--- config.mk ---
export PLATFORM = sky130hd
export DESIGN_NAME = memory_arbiter
export DESIGN_NICKNAME = d
export VERILOG_FILES = /design/src/rtl/cpu_types_pkg.sv /design/src/rtl/memory_arbiter.sv
export SDC_FILE = /design/constraint.sdc
export NUM_CORES = 1
export LEC_CHECK = 0
export ABC_AREA = 1
export CORE_MARGIN = 2
export CORE_UTILIZATION = 42
export DETAILED_ROUTE_END_ITERATION = 7
export PLACE_DENSITY_LB_ADDON = 0.08
export SKIP_LAST_GASP = 1
export SLEW_MARGIN = 0
export SYNTH_ARGS = -nofsm -noshare
export SYNTH_HDL_FRONTEND = slang
export SYNTH_SLANG_ARGS = --single-unit
--- constraint.sdc ---
create_clock -name CLK -period 3.9 [get_ports CLK]
set_clock_uncertainty 0.05 [all_clocks]
set_input_delay 0.78 -clock CLK [delete_from_list [all_inputs] [get_ports CLK]]
set_output_delay 0.78 -clock CLK [all_outputs]
set_load 0.005 [all_outputs]
--- src/rtl/cpu_types_pkg.sv ---
// ----------------------------------------------------------------------------
// cpu_types_pkg
// Shared CPU-side types.
//   ramstate_t    : status reported by the RAM model / controller each cycle
//   arb_state_t   : memory_arbiter control states
//   ARB_ERR_WORD  : value returned on a failed or timed-out access
// ----------------------------------------------------------------------------
package cpu_types_pkg;

    typedef enum logic [1:0] {
        FREE   = 2'd0,
        BUSY   = 2'd1,
        ACCESS = 2'd2,
        ERROR  = 2'd3
    } ramstate_t;

    typedef enum logic [1:0] {
        IDLE   = 2'd0,
        I_WAIT = 2'd1,
        D_WAIT = 2'd2,
        HIT    = 2'd3
    } arb_state_t;

    localparam logic [31:0] ARB_ERR_WORD = 32'hBAD1BAD1;

endpackage

--- src/rtl/memory_arbiter.sv ---
// ----------------------------------------------------------------------------
// memory_arbiter
// Single-port RAM arbiter between the instruction fetch port and the data
// port. One access is outstanding at a time; data requests win over
// instruction requests. Every RAM-facing and CPU-facing output is registered.
//
// Ports
//   CLK, nRST             clock (rising edge), async active-low reset
//   imemREN, imemaddr     instruction read request (level, held until ihit)
//   dmemREN, dmemWEN      data read / write request (level, held until dhit)
//   dmemaddr, dmemstore   data address / write data
//   ihit, imemload        instruction completion pulse and fetched word
//   dhit, dmemload        data completion pulse and read word
//   ramREN, ramWEN        RAM strobes (mutually exclusive)
//   ramaddr, ramstore     granted address / write data (from grant registers)
//   ramload, ramstate     RAM read data and status
//   memerr                sticky error flag (conflicting op, RAM error, timeout)
// ----------------------------------------------------------------------------
module memory_arbiter
    import cpu_types_pkg::*;
#(
    parameter int TIMEOUT = 16
) (
    input  logic        CLK,
    input  logic        nRST,
    input  logic        imemREN,
    input  logic [31:0] imemaddr,
    input  logic        dmemREN,
    input  logic        dmemWEN,
    input  logic [31:0] dmemaddr,
    input  logic [31:0] dmemstore,
    output logic        ihit,
    output logic [31:0] imemload,
    output logic        dhit,
    output logic [31:0] dmemload,
    output logic        ramREN,
    output logic        ramWEN,
    output logic [31:0] ramaddr,
    output logic [31:0] ramstore,
    input  logic [31:0] ramload,
    input  logic [1:0]  ramstate,
    output logic        memerr
);

    localparam int                CNT_W    = $clog2(TIMEOUT) + 1;
    localparam logic [CNT_W-1:0]  CNT_LAST = CNT_W'(TIMEOUT - 1);

    arb_state_t        r_state;
    logic              r_wr;        // latched op of the granted data access
    logic [31:0]       r_addr;
    logic [31:0]       r_store;
    logic [CNT_W-1:0]  r_cnt;
    logic              r_ihit;
    logic              r_dhit;
    logic              r_ramREN;
    logic              r_ramWEN;
    logic              r_memerr;
    logic [31:0]       r_iload;
    logic [31:0]       r_dload;

    ramstate_t         w_rs;
    logic              w_dside;
    logic              w_req_held;
    logic              w_fail;

    assign w_rs    = ramstate_t'(ramstate);
    assign w_dside = (r_state == D_WAIT);

    // The line that must stay high for the granted access to remain live.
    // A conflicting read+write grant is carried out as a write, so it is
    // tracked on dmemWEN.
    assign w_req_held = w_dside ? (r_wr ? dmemWEN : dmemREN) : imemREN;

    // RAM-reported error or the last permitted WAIT cycle passing idle.
    assign w_fail = (w_rs == ERROR) || (r_cnt == CNT_LAST);

    always_ff @(posedge CLK or negedge nRST) begin
        if (!nRST) begin
            r_state  <= IDLE;
            r_wr     <= 1'b0;
            r_addr   <= '0;
            r_store  <= '0;
            r_cnt    <= '0;
            r_ihit   <= 1'b0;
            r_dhit   <= 1'b0;
            r_ramREN <= 1'b0;
            r_ramWEN <= 1'b0;
            r_memerr <= 1'b0;
            r_iload  <= '0;
            r_dload  <= '0;
        end else begin
            // Hits are single-cycle; only the WAIT->HIT transition raises one.
            r_ihit <= 1'b0;
            r_dhit <= 1'b0;

            case (r_state)
                IDLE: begin
                    if (dmemWEN || dmemREN) begin
                        r_state  <= D_WAIT;
                        r_addr   <= dmemaddr;
                        r_store  <= dmemstore;
                        r_wr     <= dmemWEN;
                        r_ramWEN <= dmemWEN;
                        r_ramREN <= ~dmemWEN;
                        r_cnt    <= '0;
                        if (dmemWEN && dmemREN) begin
                            r_memerr <= 1'b1;
                        end
                    end else if (imemREN) begin
                        r_state  <= I_WAIT;
                        r_addr   <= imemaddr;
                        r_store  <= '0;
                        r_wr     <= 1'b0;
                        r_ramWEN <= 1'b0;
                        r_ramREN <= 1'b1;
                        r_cnt    <= '0;
                    end
                end

                I_WAIT, D_WAIT: begin
                    if (w_rs == ACCESS) begin
                        // Completion beats a same-cycle request drop.
                        r_state  <= HIT;
                        r_ramREN <= 1'b0;
                        r_ramWEN <= 1'b0;
                        if (w_dside) begin
                            r_dhit <= 1'b1;
                            if (!r_wr) begin
                                r_dload <= ramload;
                            end
                        end else begin
                            r_ihit  <= 1'b1;
                            r_iload <= ramload;
                        end
                    end else if (!w_req_held) begin
                        // Requester withdrew: abandon silently.
                        r_state  <= IDLE;
                        r_ramREN <= 1'b0;
                        r_ramWEN <= 1'b0;
                    end else if (w_fail) begin
                        r_state  <= HIT;
                        r_ramREN <= 1'b0;
                        r_ramWEN <= 1'b0;
                        r_memerr <= 1'b1;
                        if (w_dside) begin
                            r_dhit  <= 1'b1;
                            r_dload <= ARB_ERR_WORD;
                        end else begin
                            r_ihit  <= 1'b1;
                            r_iload <= ARB_ERR_WORD;
                        end
                    end else begin
                        r_cnt <= r_cnt + CNT_W'(1);
                    end
                end

                // HIT gives the requester one cycle to see its hit before
                // the next arbitration in IDLE.
                HIT: begin
                    r_state <= IDLE;
                end

                default: begin
                    r_state <= IDLE;
                end
            endcase
        end
    end

    assign ihit     = r_ihit;
    assign dhit     = r_dhit;
    assign imemload = r_iload;
    assign dmemload = r_dload;
    assign ramREN   = r_ramREN;
    assign ramWEN   = r_ramWEN;
    assign ramaddr  = r_addr;
    assign ramstore = r_store;
    assign memerr   = r_memerr;

endmodule

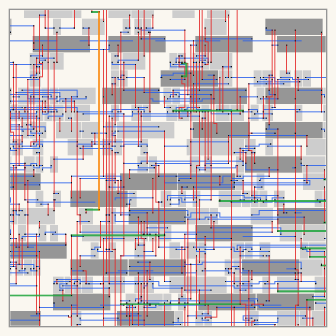
**Above:** zoomed window.
Region (71, 71) to (121, 121) um. Cells in grey, sequential cells in the stronger grey; small squares are vias.
| layer | colour |
|---|---|
| met3 | green |
| met4 | orange |
| met2 | red |
| met1 | blue |
sequential cells in the window: 28
most frequent: nand2_1 (45), dfrtp_1 (28), inv_1 (22)
netlist names of flops here include: imemload (12), dmemload (11), r_cnt (3)
cells with their middle in the window: 183

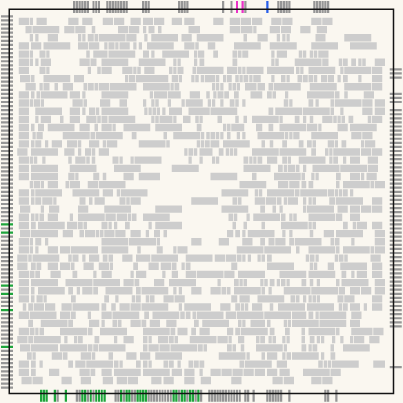
**Above:** I/O pins on the die edge.
(3 px per um) Pins as bars across the die edge, other pins in grey.
| port | colour | pins | direction | edge |
|---|---|---|---|---|
| ramstore | green | 32 | output | 26 bottom, 6 left |
| dhit | blue | 1 | output | top |
| ramstate | magenta | 2 | input | top |
all pins by edge: 92 left, 74 bottom, 61 right, 41 top

==> flow_metrics.py <==
# Auto-generated metrics
metrics = {
    "placed_design": {
        "io_buffer_count": 267,
    },
    "setup_path": {
        "setup.worst_path.class": "primary input to flop",
        "critPathArrivalTime_ns": 2.65,
        "cp-end-kind": "flop",
        "worstReg2RegEnd": "dmemload[17]",
    },
    "floorplan": {
        "dieArea_um2": 16300,
        "rows": 45,
        "die_x_um": 128,
        "fp.coreArea_um2": 15000,
    },
    "sta": {
        "setup_violations": 0,
        "slew_headroom_pct": 58.9,
        "fin_tns_setup_ns": 0,
        "slew_viol_final": 0,
    },
    "routing": {
        "avgRoutedWirePerCell_um": 14.9,
        "first_pass_iters": 4,
    },
    "clock_network": {
        "cts_resized": 0,
        "cts.path.max_buffers": 2,
        "cts_tree": "done",
        "clkTransAtPathRegs_ns": 0.05,
    },
    "global_routing": {
        "antenna_found_initial": 0,
        "busiest_layer": "met2",
        "grt_pass1_wl_um": 29000,
    },
    "pwr": {
        "p_leak_nw": 4.50,
        "clock_power_share_pct": 21.1,
        "p_int_mw": 4.76,
        "powerSeq_mw": 2.51,
        "pg_comb_mw": 3.17,
    },
    "logic_synthesis": {
        "synth-xor-area-share_pct": 0.137,
        "synth_top_cell_by_area": "dfrtp_1",
        "yosys-stat-area_um2": 6410,
        "synthTopLogicFamily": "simple AND/OR/NAND/NOR gates",
        "ys_sh_aoi_pct": 9.03,
        "area_leaders": "dfrtp_1 55%, nand2_1 12%, nand3_1 5.9%, inv_1 5.6%, nor2_1 3.2%",
        "ys_warn_count": 0,
    },
    "job": {
        "maxCapViolations": 0,
    },
    "run_status": {
        "status": "complete, no violations",
    },
    "cells_and_area": {
        "diodes": 0,
        "nets": 1152,
        "post-route-util_pct": 64.5,
    },
}
[worst max-delay path: stages]
cell             delay, ns
clkdlybuf4s50_1       0.47
inv_1                 0.06
nor2_4                0.14
inv_2                 0.23
nand3_1               0.18
nand2_1               0.07
inv_2                 0.22
nand2_4               0.27
nand2_1               0.15
nand2_1               0.06
[layout by cell type, fill, tap and decap left out, types with 6 or more instances in the layout]
cell             synthesis  layout
nor2_1                  55      55
clkinv_2                 0       7
a31oi_1                 32      32
nand3_1                 76      76
clkbuf_16                0      17
o21ai_0                 40      40
or2_2                   18      18
clkdlybuf4s50_1          0     266
inv_1                   95      94
dfrtp_1                141     141
ha_1                     6       6
nand2_1                206     206
o21ai_1                 27      27
[area by class of cell]
class	count	area (um2)
multi-input cells	477	2240
flip-flops and latches	141	3530
repair buffers	275	2770
inverters	99	372
clock buffers	23	488
clock inverters	8	65.1
fillers	1275	5330
well taps	188	235
[state kept, by name, summed over array words and instances, names as in the netlist, 2 cells and up]
signal / count
imemload: 32
ramstore: 32
dmemload: 32
ramaddr: 32
r_cnt: 5
r_state: 2
[per-stage QoR]
| stage | hold slack, ns | cell area [um2] | instances | worst slack, ns | power, mW |
|---|---|---|---|---|---|
| 2_1_floorplan | 0.399 | 6410 | 761 | 2.12 | 3.93 |
| 3_3_place_gp | 0.405 | 9150 | 1180 | 1.13 | 5.69 |
| 3_5_place_dp | 0.412 | 9150 | 1180 | 1.05 | 5.73 |
| 4_1_cts | 0.319 | 9700 | 1211 | 1.49 | 7.28 |
| 5_1_grt | 0.336 | 9700 | 1211 | 1.32 | 7.73 |
| 6_report | 0.293 | 9700 | 1211 | 1.50 | 7.20 |
Power and IR drop assume default switching activity.
